run_1/registers.png
Drawn at 6 px/um.
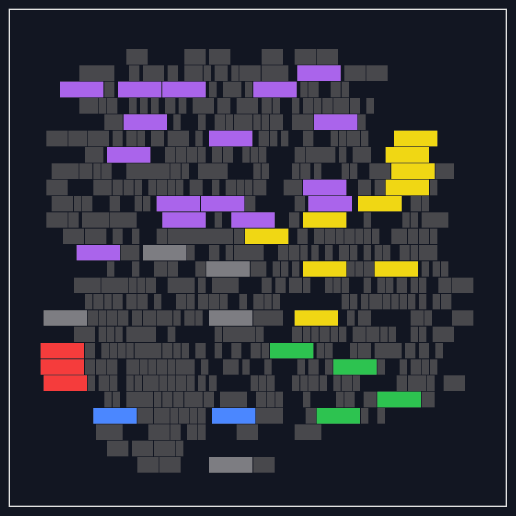
run_1/final_congestion.png
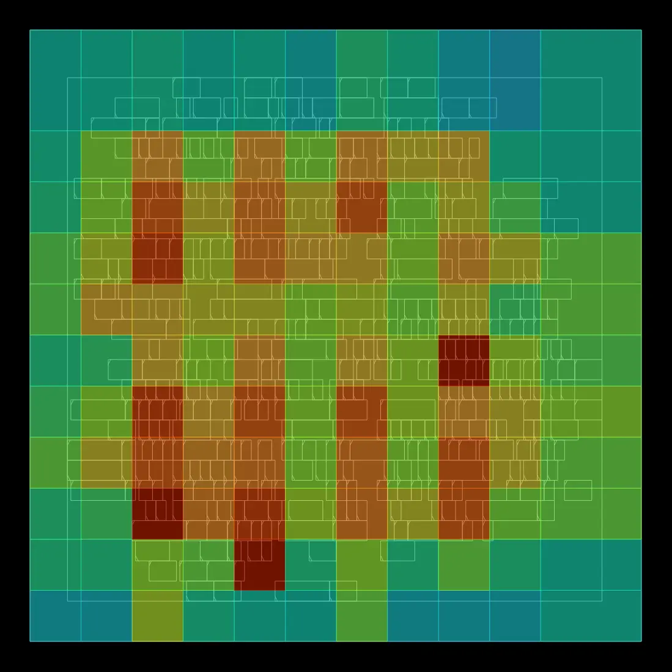
run_1/zoom.png
Window x 21 to 61, y 38 to 78 um. Cells in grey, sequential cells in the stronger grey; small squares are vias.
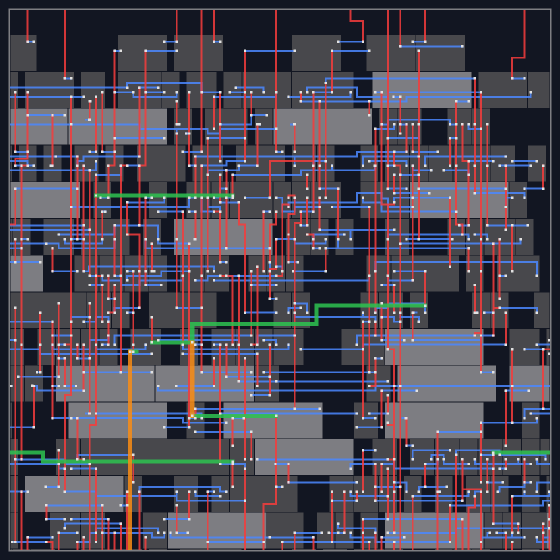
[src/rtl/scroll_sequencer_if.sv]
// Bundles the button/collision/frame inputs and the scroll outputs of scroll_sequencer.
// master drives the inputs; slave is the sequencer itself.
interface scroll_sequencer_if;
  logic        frame_end;
  logic        start_pulse;
  logic        pause_pulse;
  logic        collision;
  logic        scroll_en;
  logic [2:0]  scroll_step;
  logic [3:0]  level;
  logic [15:0] distance;
  logic [1:0]  state;
  logic        game_over;

  modport master (
    output frame_end, start_pulse, pause_pulse, collision,
    input  scroll_en, scroll_step, level, distance, state, game_over
  );

  modport slave (
    input  frame_end, start_pulse, pause_pulse, collision,
    output scroll_en, scroll_step, level, distance, state, game_over
  );
endinterface

[src/rtl/scroll_sequencer.sv]
// Round state machine for the vertical scroller: sets the per-frame scroll step,
// ramps it with level, decelerates to a stop after a collision and flags game over.
module scroll_sequencer #(
  parameter int unsigned FRAMES_PER_LEVEL = 600,
  parameter int unsigned MAX_LEVEL        = 7,
  parameter int unsigned BASE_STEP        = 1,
  parameter int unsigned MAX_STEP         = 6,
  parameter int unsigned DECEL_FRAMES     = 8
) (
  input logic               clk,
  input logic               reset,
  scroll_sequencer_if.slave bus
);

  localparam int unsigned FcW = (FRAMES_PER_LEVEL > 1) ? $clog2(FRAMES_PER_LEVEL) : 1;
  localparam int unsigned DcW = (DECEL_FRAMES > 1) ? $clog2(DECEL_FRAMES) : 1;
  localparam logic [FcW-1:0] FcLast = FcW'(FRAMES_PER_LEVEL - 1);
  localparam logic [DcW-1:0] DcLast = DcW'(DECEL_FRAMES - 1);

  typedef enum logic [1:0] {
    StIdle  = 2'd0,
    StRun   = 2'd1,
    StPause = 2'd2,
    StCrash = 2'd3
  } state_e;

  state_e         state_q, state_d;
  logic [2:0]     step_q, step_d;
  logic [3:0]     level_q, level_d;
  logic [15:0]    dist_q, dist_d;
  logic [FcW-1:0] fcnt_q, fcnt_d;
  logic [DcW-1:0] dcnt_q, dcnt_d;
  logic           go_q, go_d;
  logic           en_q, en_d;

  logic [16:0]    dist_sum;
  logic [15:0]    dist_sat;
  logic           level_wrap;
  logic [3:0]     level_next;
  logic [3:0]     step_sum;
  logic [2:0]     step_clamped;

  always_comb begin
    dist_sum     = {1'b0, dist_q} + 17'(step_q);
    dist_sat     = dist_sum[16] ? 16'hFFFF : dist_sum[15:0];
    level_wrap   = (fcnt_q == FcLast);
    level_next   = (level_wrap && (level_q != 4'(MAX_LEVEL))) ? level_q + 4'd1 : level_q;
    // 4-bit sum so BASE_STEP + MAX_LEVEL cannot wrap before the clamp
    step_sum     = 4'(BASE_STEP) + level_next;
    step_clamped = (step_sum > 4'(MAX_STEP)) ? 3'(MAX_STEP) : step_sum[2:0];

    state_d = state_q;
    step_d  = step_q;
    level_d = level_q;
    dist_d  = dist_q;
    fcnt_d  = fcnt_q;
    dcnt_d  = dcnt_q;
    go_d    = go_q;

    unique case (state_q)
      StIdle: begin
        if (bus.start_pulse) begin
          state_d = StRun;
          level_d = '0;
          dist_d  = '0;
          fcnt_d  = '0;
          step_d  = 3'(BASE_STEP);
          go_d    = 1'b0;
        end
      end
      StRun: begin
        if (bus.collision) begin
          state_d = StCrash;
          dcnt_d  = '0;
        end else if (bus.pause_pulse) begin
          state_d = StPause;
        end else if (bus.frame_end) begin
          dist_d  = dist_sat;
          fcnt_d  = level_wrap ? '0 : fcnt_q + 1'b1;
          level_d = level_next;
          step_d  = step_clamped;
        end
      end
      StPause: begin
        if (bus.pause_pulse) begin
          state_d = StRun;
        end
      end
      StCrash: begin
        if (go_q && bus.start_pulse) begin
          state_d = StIdle;
          go_d    = 1'b0;
          step_d  = '0;
        end else begin
          if (bus.frame_end) begin
            dist_d = dist_sat;
            if (dcnt_q == DcLast) begin
              dcnt_d = '0;
              step_d = (step_q != 3'd0) ? step_q - 3'd1 : 3'd0;
            end else begin
              dcnt_d = dcnt_q + 1'b1;
            end
          end
          if (step_d == 3'd0) begin
            go_d = 1'b1;
          end
        end
      end
      default: state_d = StIdle;
    endcase

    // Registered from next-state so it is valid the cycle after any transition
    en_d = ((state_d == StRun) || (state_d == StCrash)) && (step_d != 3'd0);
  end

  always_ff @(posedge clk) begin
    if (reset) begin
      state_q <= StIdle;
      step_q  <= '0;
      level_q <= '0;
      dist_q  <= '0;
      fcnt_q  <= '0;
      dcnt_q  <= '0;
      go_q    <= 1'b0;
      en_q    <= 1'b0;
    end else begin
      state_q <= state_d;
      step_q  <= step_d;
      level_q <= level_d;
      dist_q  <= dist_d;
      fcnt_q  <= fcnt_d;
      dcnt_q  <= dcnt_d;
      go_q    <= go_d;
      en_q    <= en_d;
    end
  end

  assign bus.scroll_en   = en_q;
  assign bus.scroll_step = step_q;
  assign bus.level       = level_q;
  assign bus.distance    = dist_q;
  assign bus.state       = state_q;
  assign bus.game_over   = go_q;

endmodule

[src/flat_wrapper.sv]
// flat-port wrapper written by rule: the top's interface ports become plain ports
module scroll_sequencer_flat 
#(
  parameter int unsigned FRAMES_PER_LEVEL = 600,
  parameter int unsigned MAX_LEVEL        = 7,
  parameter int unsigned BASE_STEP        = 1,
  parameter int unsigned MAX_STEP         = 6,
  parameter int unsigned DECEL_FRAMES     = 8
)
  (clk, reset, bus_frame_end, bus_start_pulse, bus_pause_pulse, bus_collision, bus_scroll_en, bus_scroll_step, bus_level, bus_distance, bus_state, bus_game_over);
  scroll_sequencer_if bus_i ();
  input logic clk;
  input logic reset;
  input wire logic [$bits(bus_i.frame_end)-1:0] bus_frame_end;
  input wire logic [$bits(bus_i.start_pulse)-1:0] bus_start_pulse;
  input wire logic [$bits(bus_i.pause_pulse)-1:0] bus_pause_pulse;
  input wire logic [$bits(bus_i.collision)-1:0] bus_collision;
  output wire logic [$bits(bus_i.scroll_en)-1:0] bus_scroll_en;
  output wire logic [$bits(bus_i.scroll_step)-1:0] bus_scroll_step;
  output wire logic [$bits(bus_i.level)-1:0] bus_level;
  output wire logic [$bits(bus_i.distance)-1:0] bus_distance;
  output wire logic [$bits(bus_i.state)-1:0] bus_state;
  output wire logic [$bits(bus_i.game_over)-1:0] bus_game_over;
  assign bus_i.frame_end = bus_frame_end;
  assign bus_i.start_pulse = bus_start_pulse;
  assign bus_i.pause_pulse = bus_pause_pulse;
  assign bus_i.collision = bus_collision;
  assign bus_scroll_en = bus_i.scroll_en;
  assign bus_scroll_step = bus_i.scroll_step;
  assign bus_level = bus_i.level;
  assign bus_distance = bus_i.distance;
  assign bus_state = bus_i.state;
  assign bus_game_over = bus_i.game_over;
  scroll_sequencer #(.FRAMES_PER_LEVEL(FRAMES_PER_LEVEL), .MAX_LEVEL(MAX_LEVEL), .BASE_STEP(BASE_STEP), .MAX_STEP(MAX_STEP), .DECEL_FRAMES(DECEL_FRAMES)) u_core (.clk(clk), .reset(reset), .bus(bus_i));
endmodule
[config.mk]
export PLATFORM = sky130hd
export DESIGN_NAME = scroll_sequencer_flat
export DESIGN_NICKNAME = d
export VERILOG_FILES = /design/src/rtl/scroll_sequencer_if.sv /design/src/rtl/scroll_sequencer.sv /design/src/flat_wrapper.sv
export SDC_FILE = /design/constraint.sdc
export NUM_CORES = 1
export LEC_CHECK = 0
export ABC_AREA = 1
export CAP_MARGIN = 30
export CORE_MARGIN = 5
export CORE_UTILIZATION = 50
export CTS_BUF_LIST = sky130_fd_sc_hd__clkbuf_8
export DETAILED_ROUTE_END_ITERATION = 12
export PLACE_DENSITY = 0.81
export SLEW_MARGIN = 20
export SYNTH_ARGS = -nofsm -noshare
export SYNTH_HDL_FRONTEND = slang
export SYNTH_SLANG_ARGS = --single-unit
[constraint.sdc]
create_clock -name clk -period 5.6 [get_ports clk]
set_input_delay 0.84 -clock clk [delete_from_list [all_inputs] [get_ports clk]]
set_output_delay 0.84 -clock clk [all_outputs]
set_load 0.01 [all_outputs]
==> metrics.log, run 1 <==
[report] implementation figures
INFO  metric status = completed
INFO  metric io_pins = 33
INFO  metric met3WireLength = 381 um
INFO  metric dpl.cell_count = 496
INFO  metric synth_top_flop_cell = sky130_fd_sc_hd__dfxtp_1
INFO  metric die_area = 6824 sq um
INFO  metric post-route-period-util = 53.34%
INFO  metric num-nets-final = 455
INFO  metric tritoncts = built
INFO  metric layout_top_cell = sky130_fd_sc_hd__nand2_1
INFO  metric grt_setup_unrepaired = false
INFO  metric timing_max_transition_violations_final = 0
INFO  metric worstRegToRegCells = 11
INFO  metric dominant-cell-class = multi-input combinational cells
INFO  metric vias = 2641
INFO  metric signal_buffer_area_fraction = 10.70%
INFO  metric net_count_after_synthesis = 422
INFO  metric clock_tree.buffer_depth = 2
INFO  metric grt_first_pass_wirelength = 10780 um
INFO  metric rows = 26
INFO  metric fin_crit = 2987 ps
Back to the opening pictures, registers.png:
| colour | name in the netlist | sequential cells |
|---|---|---|
| yellow | u_core.fcnt_q | 10 |
| green | u_core.bus.level | 4 |
| purple | u_core.bus.distance | 16 |
| blue | u_core.bus.state | 2 |
| red | u_core.bus.scroll_step | 3 |
Storage cell area: 800.8 sq um
sequential share of cell area: 25.55%
power in sequential cells: 0.300 mW
final core utilization: 61.37%

Back to the opening pictures, final_congestion.png:
drt wl/cell: 12.25 um
GRT Max-Usage Layer: met2
Global Route met3 Usage: 4.447%
global routing usage on met1: 25.05%
met2 routing resource usage after global routing: 33.57%

Back to the opening pictures, zoom.png:
| colour | layer |
|---|---|
| orange | met4 |
| green | met3 |
| blue | met1 |
| red | met2 |
sequential cells in the window: 18
cells with their middle in the window: 155
netlist names of flops here include: u_core.bus.distance (13), u_core.fcnt_q (3), u_core.dcnt_q (2)
most frequent: nand2_1 (37), dfxtp_1 (18)

run 1: cell usage after synthesis (all sizes together) (2+ instances only):
master | count | area (sq um)
nand2 | 93 | 351.6
inv | 55 | 206.4
nor2 | 48 | 200.2
a21oi | 41 | 205.2
dfxtp | 40 | 800.8
o21ai | 31 | 158.9
nand3 | 23 | 120.1
ha | 15 | 187.7
nor3 | 11 | 76.33
xor2 | 10 | 87.58
nand4 | 8 | 56.30
buf | 4 | 28.78
clkbuf | 3 | 11.26
o21bai | 2 | 15.01
or2 | 2 | 12.52
xnor2 | 2 | 17.52
run 1: critical path: cells and delay by family:
kind | cells | cell delay, ps
AND/OR/NAND/NOR | 3 | 1250
buffers and inverters | 2 | 580
AND-OR/OR-AND | 4 | 530
run 1: through the flow:
stage	area (sq um)	hold WS, ps	power [mW]	util, %
finish	3134	476.9	0.6420	61.37
global route	3134	518.3	0.6745	61.37
CTS	3134	478.6	0.6451	61.37
detailed placement	3019	466.1	0.4025	59.11
global placement	3004	458.2	0.4009	58.82
floorplan	2636	449.1	0.3719	-
run 1: power by group:
group,switching (mW),total [mW],internal [mW]
combinational,0.0631,0.0978,0.0347
sequential,0.00838,0.300,0.292
clock,0.110,0.244,0.134
total,0.181,0.642,0.461
run 1: cells by family (layout without fill, tap and decap cells):
logic type | after synthesis | in the layout | synth area share (%)
flip-flops | 40 | 40 | 30.38
XOR/XNOR | 12 | 12 | 3.987
buffers and inverters | 62 | 96 | 9.350
AND-OR/OR-AND | 81 | 81 | 16.37
AND/OR/NAND/NOR | 189 | 189 | 32.04
adder cells (fa/ha/maj) | 16 | 16 | 7.879
run 1: metal layers:
metal,vias up,track usage [%]
li1,1370,-
met1,1183,25.05
met2,80,33.57
met3,8,4.447
met4,0,6.699
met5,-,0
--- run 2 (diff from run 1) ---
--- a/config.mk
+++ b/config.mk
@@ -11,7 +11,7 @@
 export CORE_UTILIZATION = 50
 export CTS_BUF_LIST = sky130_fd_sc_hd__clkbuf_8
 export DETAILED_ROUTE_END_ITERATION = 12
-export PLACE_DENSITY = 0.81
+export PLACE_DENSITY = 0.84
 export SLEW_MARGIN = 20
 export SYNTH_ARGS = -nofsm -noshare
 export SYNTH_HDL_FRONTEND = slang
==> constraint.sdc (replaced) <==
create_clock -name clk -period 2.46 [get_ports clk]
set_input_delay 0.369 -clock clk [delete_from_list [all_inputs] [get_ports clk]]
set_output_delay 0.369 -clock clk [all_outputs]
set_load 0.01 [all_outputs]
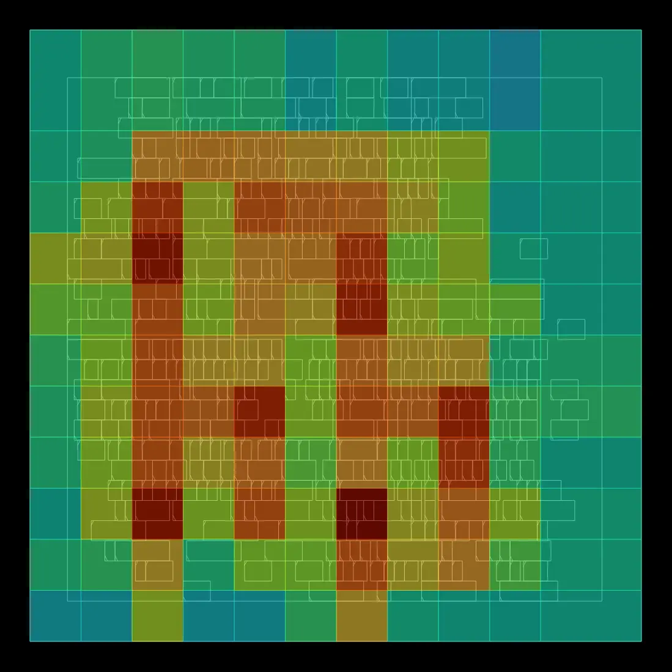
run_2/final_congestion.png
Global Route met3 Usage: 4.013%
drt wl/cell: 12.93 um
total routing resource utilization after global routing: 20.14%

==> metrics.log, run 2 <==
[report] implementation figures
INFO  metric layout_top_cell = sky130_fd_sc_hd__nand2_1
INFO  metric post_synth_mux_area_share = 0%
INFO  metric p_total = 1.404 mW
INFO  metric final-seq-area = 805.8 sq um
INFO  metric io_pins = 33
INFO  metric grt.met2_usage = 34.05%
INFO  metric dominant-cell-class = multi-input combinational cells
INFO  metric worstRegToRegCells = 13
INFO  metric fin_crit = 2441 ps
INFO  metric use_met1 = 25.02%
INFO  metric yosys-top-cells-area = sky130_fd_sc_hd__dfxtp_1 (30%), sky130_fd_sc_hd__nand2_1 (13%), sky130_fd_sc_hd__a21oi_1 (7.8%)
INFO  metric timing_max_transition_violations_final = 0
INFO  metric die_area = 6824 sq um
INFO  metric net_count_after_synthesis = 422
INFO  metric signal_buffer_area_fraction = 13.86%
INFO  metric met3WireLength = 465 um
INFO  metric vias = 2786
INFO  metric num-nets-final = 472
INFO  metric post-route-period-util = 99.23%
INFO  metric dpl.cell_count = 505
INFO  metric top_cell_area_share = 30.37%
INFO  metric synthAdderAreaFrac = 7.879%
INFO  metric status = completed
==> run 2: worst max path at each step <==
| stage | startpoint | to | slack, ps | cells after the start |
|---|---|---|---|---|
| global placement | u_core.bus.scroll_step[1]$_SDFF_PP0_ | u_core.bus.distance[2]$_SDFFE_PP0P_ | 160 | 12 |
| finish | u_core.bus.distance[0]$_SDFFE_PP0P_ | u_core.bus.distance[7]$_SDFFE_PP0P_ | 20 | 13 |
| CTS | u_core.bus.distance[0]$_SDFFE_PP0P_ | u_core.bus.distance[4]$_SDFFE_PP0P_ | 20 | 13 |
| detailed placement | u_core.bus.distance[0]$_SDFFE_PP0P_ | u_core.bus.distance[4]$_SDFFE_PP0P_ | 50 | 13 |
| floorplan | u_core.bus.scroll_step[0]$_SDFF_PP0_ | u_core.bus.distance[0]$_SDFFE_PP0P_ | 200 | 13 |
| global route | u_core.bus.distance[0]$_SDFFE_PP0P_ | u_core.bus.distance[0]$_SDFFE_PP0P_ | -110 | 13 |
==> run 2: power breakdown <==
part	switching, mW	internal [mW]	total (mW)
Clock	0.217	0.250	0.466
Sequential	0.0164	0.666	0.682
Combinational	0.161	0.0949	0.256
==> run 2: worst max-delay path, cell delays in order (launching register included) <==
cell and delay, ps:
sky130_fd_sc_hd__dfxtp_2 370, sky130_fd_sc_hd__ha_4 150, sky130_fd_sc_hd__inv_2 40, sky130_fd_sc_hd__fa_2 410, sky130_fd_sc_hd__nor2_4 110, sky130_fd_sc_hd__o21ai_4 80
sky130_fd_sc_hd__nor3_4 240, sky130_fd_sc_hd__nand2_2 100, sky130_fd_sc_hd__nor3_2 180, sky130_fd_sc_hd__nand4_2 140, sky130_fd_sc_hd__nor2_4 170, sky130_fd_sc_hd__buf_2 180
sky130_fd_sc_hd__o21ai_1 70, sky130_fd_sc_hd__a21oi_1 140
--- run 3 (diff from run 2) ---
--- a/config.mk
+++ b/config.mk
@@ -6,6 +6,7 @@
 export NUM_CORES = 1
 export LEC_CHECK = 0
 export ABC_AREA = 1
+export ABC_CLOCK_PERIOD_IN_PS = 2460
 export CAP_MARGIN = 30
 export CORE_MARGIN = 5
 export CORE_UTILIZATION = 50
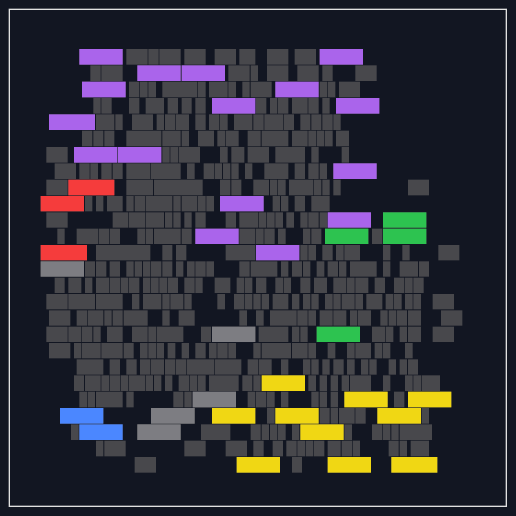
run_3/registers.png
Drawn at 6 px/um.
| colour | name in the netlist | sequential cells |
|---|---|---|
| blue | u_core.bus.state | 2 |
| red | u_core.bus.scroll_step | 3 |
| purple | u_core.bus.distance | 16 |
| yellow | u_core.fcnt_q | 10 |
| green | u_core.bus.level | 4 |
not coloured: 5

==> metrics.log, run 3 <==
[report] implementation figures
INFO  metric status = completed
INFO  metric grt.met2_usage = 34.05%
INFO  metric pg_clk = 0.466 mW
INFO  metric clock_tree.buffer_depth = 2
INFO  metric fin_crit = 2441 ps
INFO  metric comb-power = 0.256 mW
INFO  metric grt_setup_unrepaired = true
INFO  metric signal_buffer_area_fraction = 13.86%
INFO  metric vias = 2786
INFO  metric sequential_share_of_cell_area = 24.46%
INFO  metric layout_top_cell = sky130_fd_sc_hd__nand2_1
INFO  metric dominant-cell-class = multi-input combinational cells
INFO  metric yosys-top-cells-area = sky130_fd_sc_hd__dfxtp_1 (30%), sky130_fd_sc_hd__nand2_1 (13%), sky130_fd_sc_hd__a21oi_1 (7.8%)
INFO  metric dpl.cell_count = 505
INFO  metric hold_slack = 481.4 ps
INFO  metric die_area = 6824 sq um
INFO  metric design_area = 3294 sq um
INFO  metric net_count_after_synthesis = 422
INFO  metric dpl-instance-area = 3079 sq um
INFO  metric grt_util_met3 = 4.013%
INFO  metric num-nets-final = 472
INFO  metric io_pins = 33
INFO  metric synth_top_flop_cell = sky130_fd_sc_hd__dfxtp_1
INFO  metric power-top-group = sequential cells
## run 3: how the worst max path moves through the flow
stage / endpoint / slack, ps / depth (start not counted)
after floorplan: u_core.bus.distance[0]$_SDFFE_PP0P_ / 200 / 13
after global placement: u_core.bus.distance[2]$_SDFFE_PP0P_ / 160 / 12
after detailed placement: u_core.bus.distance[4]$_SDFFE_PP0P_ / 50 / 13
after CTS: u_core.bus.distance[4]$_SDFFE_PP0P_ / 20 / 13
after global routing: u_core.bus.distance[0]$_SDFFE_PP0P_ / -110 / 13
final: u_core.bus.distance[7]$_SDFFE_PP0P_ / 20 / 13
## run 3: logic make-up after synthesis
logic type	after synthesis	share of synthesized area [%]
buffers and inverters	62	9.350
DFF	40	30.38
adders and majority gates	16	7.879
AOI/OAI and AO/OA	81	16.37
and+or+nand+nor	189	32.04
xor gates and xnor gates	12	3.987
## run 3: what timing repair did
| item | CTS | global route |
|---|---|---|
| buffers inserted | 0 | 7 |
| resized | 0 | 18 |
| hold endpoints to repair | 0 | 0 |
| setup endpoints to repair | 0 | 16 |
## run 3: critical path: stages, from the launching register on
cell and delay (ps):
sky130_fd_sc_hd__dfxtp_2 370, sky130_fd_sc_hd__ha_4 150, sky130_fd_sc_hd__inv_2 40, sky130_fd_sc_hd__fa_2 410, sky130_fd_sc_hd__nor2_4 110, sky130_fd_sc_hd__o21ai_4 80, sky130_fd_sc_hd__nor3_4 240, sky130_fd_sc_hd__nand2_2 100
sky130_fd_sc_hd__nor3_2 180, sky130_fd_sc_hd__nand4_2 140, sky130_fd_sc_hd__nor2_4 170, sky130_fd_sc_hd__buf_2 180, sky130_fd_sc_hd__o21ai_1 70, sky130_fd_sc_hd__a21oi_1 140
Power is estimated from default activity; no workload was simulated.
